<file path="src/rtl/gain_shift_ctrl.sv">
// Windowed peak-driven gain controller: measures the peak MSB over WINDOW accepted samples,
// then adjusts a saturating left-shift gain (fast attack, single-step release).
module gain_shift_ctrl #(
   parameter int WINDOW     = 1024,
   parameter int TARGET_BIT = 20,
   parameter int MAX_SHIFT  = 8
) (
   input  logic        clk_in,
   input  logic        rst_in,
   input  logic        enable,
   input  logic [23:0] sample_in,
   input  logic        sample_valid,
   output logic        sample_ready,
   output logic [23:0] sample_out,
   output logic        out_valid,
   output logic [3:0]  shift_out,
   output logic [4:0]  peak_pos,
   output logic        peak_silent,
   output logic        window_done
);

   localparam int CW = $clog2(WINDOW + 1);

   typedef enum logic [1:0] {
      IDLE    = 2'd0,
      MEASURE = 2'd1,
      UPDATE  = 2'd2
   } state_t;

   state_t        state_r;
   state_t        state_next_s;
   logic [CW-1:0] count_r;
   logic [23:0]   peak_r;
   logic [23:0]   mag_s;
   logic [4:0]    pos_s;
   logic [3:0]    desired_s;
   logic [3:0]    shift_next_s;
   logic          accept_s;
   logic          last_s;
   logic          measuring_s;

   function automatic logic [23:0] abs24(input logic [23:0] s);
      logic [23:0] r;
      if (s[23]) begin
         r = (~s) + 24'd1;
      end else begin
         r = s;
      end
      return r;
   endfunction

   function automatic logic [4:0] msb_pos(input logic [23:0] m);
      logic [4:0] p;
      p = 5'd0;
      for (int i = 0; i < 24; i++) begin
         if (m[i]) begin
            p = 5'(i);
         end
      end
      return p;
   endfunction

   function automatic logic [3:0] clamp_shift(input logic [4:0] pos);
      logic [4:0] diff;
      logic [3:0] r;
      if (pos >= 5'(TARGET_BIT)) begin
         r = 4'd0;
      end else begin
         diff = 5'(TARGET_BIT) - pos;
         if (diff > 5'(MAX_SHIFT)) begin
            r = 4'(MAX_SHIFT);
         end else begin
            r = 4'(diff);
         end
      end
      return r;
   endfunction

   // Sign-extend to 39 bits so a 15-bit shift cannot lose the overflow information.
   function automatic logic [23:0] sat_shift(input logic [23:0] s, input logic [3:0] sh);
      logic signed [38:0] w;
      logic [23:0]        r;
      w = 39'(signed'(s)) <<< sh;
      if (w > 39'sd8388607) begin
         r = 24'h7FFFFF;
      end else if (w < -39'sd8388608) begin
         r = 24'h800000;
      end else begin
         r = 24'(w);
      end
      return r;
   endfunction

   assign sample_ready = (state_r != UPDATE);
   assign accept_s     = sample_valid & sample_ready;
   assign measuring_s  = (state_r == MEASURE) & enable;
   assign last_s       = (count_r == CW'(WINDOW - 1));
   assign mag_s        = abs24(sample_in);
   assign pos_s        = msb_pos(peak_r);
   assign desired_s    = clamp_shift(pos_s);

   // Next-state logic for the measure/update sequencer.
   always_comb begin
      state_next_s = state_r;
      case (state_r)
         IDLE: begin
            if (enable) state_next_s = MEASURE;
            else        state_next_s = IDLE;
         end
         MEASURE: begin
            if (!enable)                state_next_s = IDLE;
            else if (accept_s && last_s) state_next_s = UPDATE;
            else                         state_next_s = MEASURE;
         end
         UPDATE: begin
            if (enable) state_next_s = MEASURE;
            else        state_next_s = IDLE;
         end
         default: state_next_s = IDLE;
      endcase
   end

   // Gain decision: attack jumps straight down, release climbs one step per window.
   always_comb begin
      shift_next_s = shift_out;
      if (peak_r == 24'd0) begin
         shift_next_s = shift_out;
      end else if (desired_s < shift_out) begin
         shift_next_s = desired_s;
      end else if (desired_s > shift_out) begin
         shift_next_s = shift_out + 4'd1;
      end else begin
         shift_next_s = shift_out;
      end
   end

   // State register.
   always_ff @(posedge clk_in or posedge rst_in) begin
      if (rst_in) state_r <= IDLE;
      else        state_r <= state_next_s;
   end

   // Window counter and running peak; anything outside an enabled MEASURE discards the window.
   always_ff @(posedge clk_in or posedge rst_in) begin
      if (rst_in) begin
         count_r <= '0;
         peak_r  <= 24'd0;
      end else if (measuring_s) begin
         if (accept_s) begin
            count_r <= count_r + CW'(1);
            if (mag_s > peak_r) peak_r <= mag_s;
         end
      end else begin
         count_r <= '0;
         peak_r  <= 24'd0;
      end
   end

   // Window-end results.
   always_ff @(posedge clk_in or posedge rst_in) begin
      if (rst_in) begin
         shift_out   <= 4'd0;
         peak_pos    <= 5'd0;
         peak_silent <= 1'b1;
         window_done <= 1'b0;
      end else if (state_r == UPDATE) begin
         shift_out   <= shift_next_s;
         peak_pos    <= pos_s;
         peak_silent <= (peak_r == 24'd0);
         window_done <= 1'b1;
      end else begin
         window_done <= 1'b0;
      end
   end

   // Output datapath, one cycle behind the accepted sample.
   always_ff @(posedge clk_in or posedge rst_in) begin
      if (rst_in) begin
         sample_out <= 24'd0;
         out_valid  <= 1'b0;
      end else if (accept_s) begin
         out_valid  <= 1'b1;
         sample_out <= measuring_s ? sat_shift(sample_in, shift_out) : sample_in;
      end else begin
         out_valid  <= 1'b0;
      end
   end

endmodule

</file>
<file path="config.mk">
export PLATFORM = sky130hd
export DESIGN_NAME = gain_shift_ctrl
export DESIGN_NICKNAME = d
export VERILOG_FILES = /design/src/rtl/gain_shift_ctrl.sv
export SDC_FILE = /design/constraint.sdc
export NUM_CORES = 1
export LEC_CHECK = 0
export CORE_MARGIN = 3
export CORE_UTILIZATION = 40
export DETAILED_ROUTE_END_ITERATION = 7
export GPL_ROUTABILITY_DRIVEN = 0
export GPL_TIMING_DRIVEN = 1
export SYNTH_ARGS = -nofsm -noshare
export SYNTH_HDL_FRONTEND = slang
export SYNTH_SLANG_ARGS = --single-unit
</file>
<file path="constraint.sdc">
create_clock -name clk_in -period 4.7 [get_ports clk_in]
set_input_delay 1.41 -clock clk_in [delete_from_list [all_inputs] [get_ports clk_in]]
set_output_delay 1.41 -clock clk_in [all_outputs]
set_load 0.02 [all_outputs]
</file>
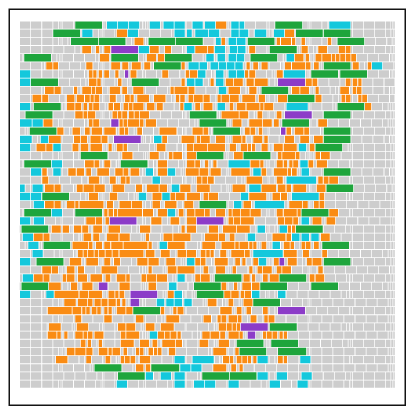
**Above:** cells coloured by class.
Scale: 3 px per um. Fill, decap, tap and diode cells in grey.
[combinational and other logic] orange | cells: 623 | share of their area: 56%
[flops] green | cells: 73 | share of their area: 23%
[other buffers and delay cells] cyan | cells: 140 | share of their area: 17%
[clock drivers and dummy loads] purple | cells: 16 | share of their area: 3.4%

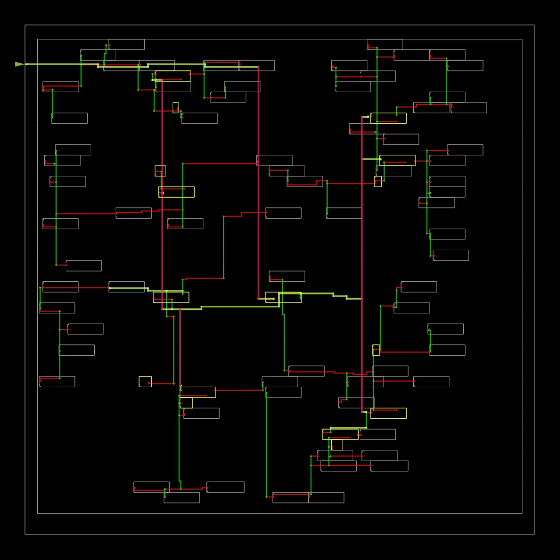
**Above:** clock nets.
Fin Clk Skew: 0.0111 ns
seq_cells: 73
total CTS buffers: 9

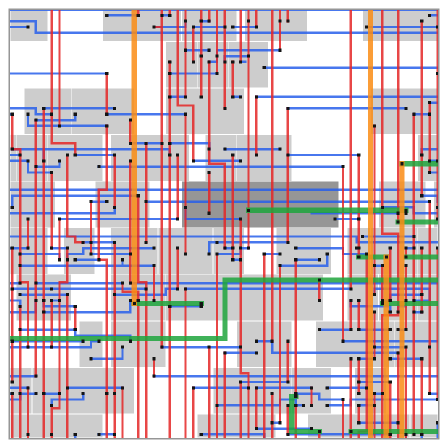
**Above:** a small window of the routed layout.
Window x 53 to 78, y 53 to 78 um. Cells in grey, sequential cells in the stronger grey; small squares are vias.
[metal 4] orange
[metal 2] red
[metal 1] blue
[metal 3] green
sequential cells in the window: 1
cells with their middle in the window: 48
most frequent: ha_1 (8), buf_4 (4)
netlist names of flops here include: peak_r (1)

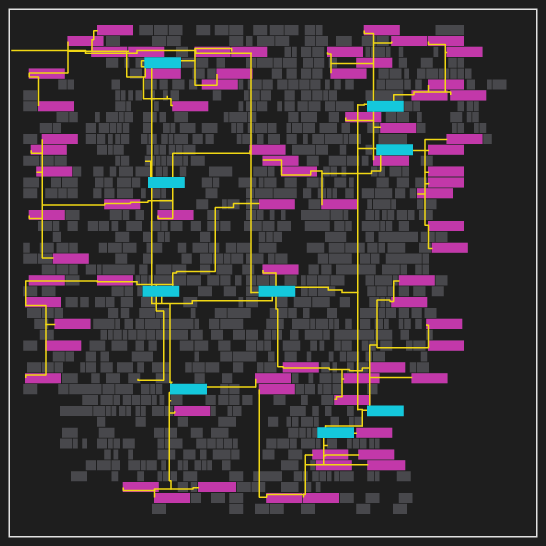
**Above:** routed clock nets over the placement.
Scale: 4 px per um.
[clock wires] yellow | length: 1280 um
[clock drivers] cyan | count: 9
[flip-flops] magenta | count: 73
routed clock nets: 10
flops lie: all over the die
clk pwr: 662 uW
Skew-Pair Late Insertion Delay: 0.36 ns

==> flow_metrics.env <==
# implementation run metrics
export IMPL_fmax_mhz=210
export IMPL_viasPerCell=6.01
export IMPL_yosys_area_mm2=0.00630
export IMPL_tns_ns=-0.510
export IMPL_path_class="input pin to flip-flop"
export IMPL_layout_top_cell="dfrtp_1"
export IMPL_drt_pass1_iterations=5
export IMPL_drv_cap=0
export IMPL_top_cell="dfrtp_1"
export IMPL_slew_viol_final=0
export IMPL_p_leak_nw=3.14
export IMPL_comb_share_pct=52.8
export IMPL_wl_met3_um=948
export IMPL_wl_met2_um=10400
export IMPL_finalWorstSetupSlack_ns=-0.0535
export IMPL_syn_area_per_cell_um2=8.37
export IMPL_core_area_mm2=0.0153
export IMPL_violations="setup timing"
export IMPL_seqCellArea_mm2=0.00183
export IMPL_synth_seq_cells=73
export IMPL_top_area_share_pct=28.6
export IMPL_worstSetupEndpoint="peak_r[3]"
export IMPL_clockPowerShare_pct=30.8
export IMPL_p_sw_uw=779
export IMPL_status="finished with violations"
export IMPL_ys_sh_mux_pct=9.61
export IMPL_ys_warn_count=0
export IMPL_largest_area_cell="dfrtp_1"
export IMPL_cpMaxStageDelayCell="or4_4"
export IMPL_initCoreUtil_pct=41.1
export IMPL_finalSetupViolations=23
export IMPL_syn_area_mm2=0.00630
export IMPL_drc_errors=0
Power and IR drop assume default switching activity.
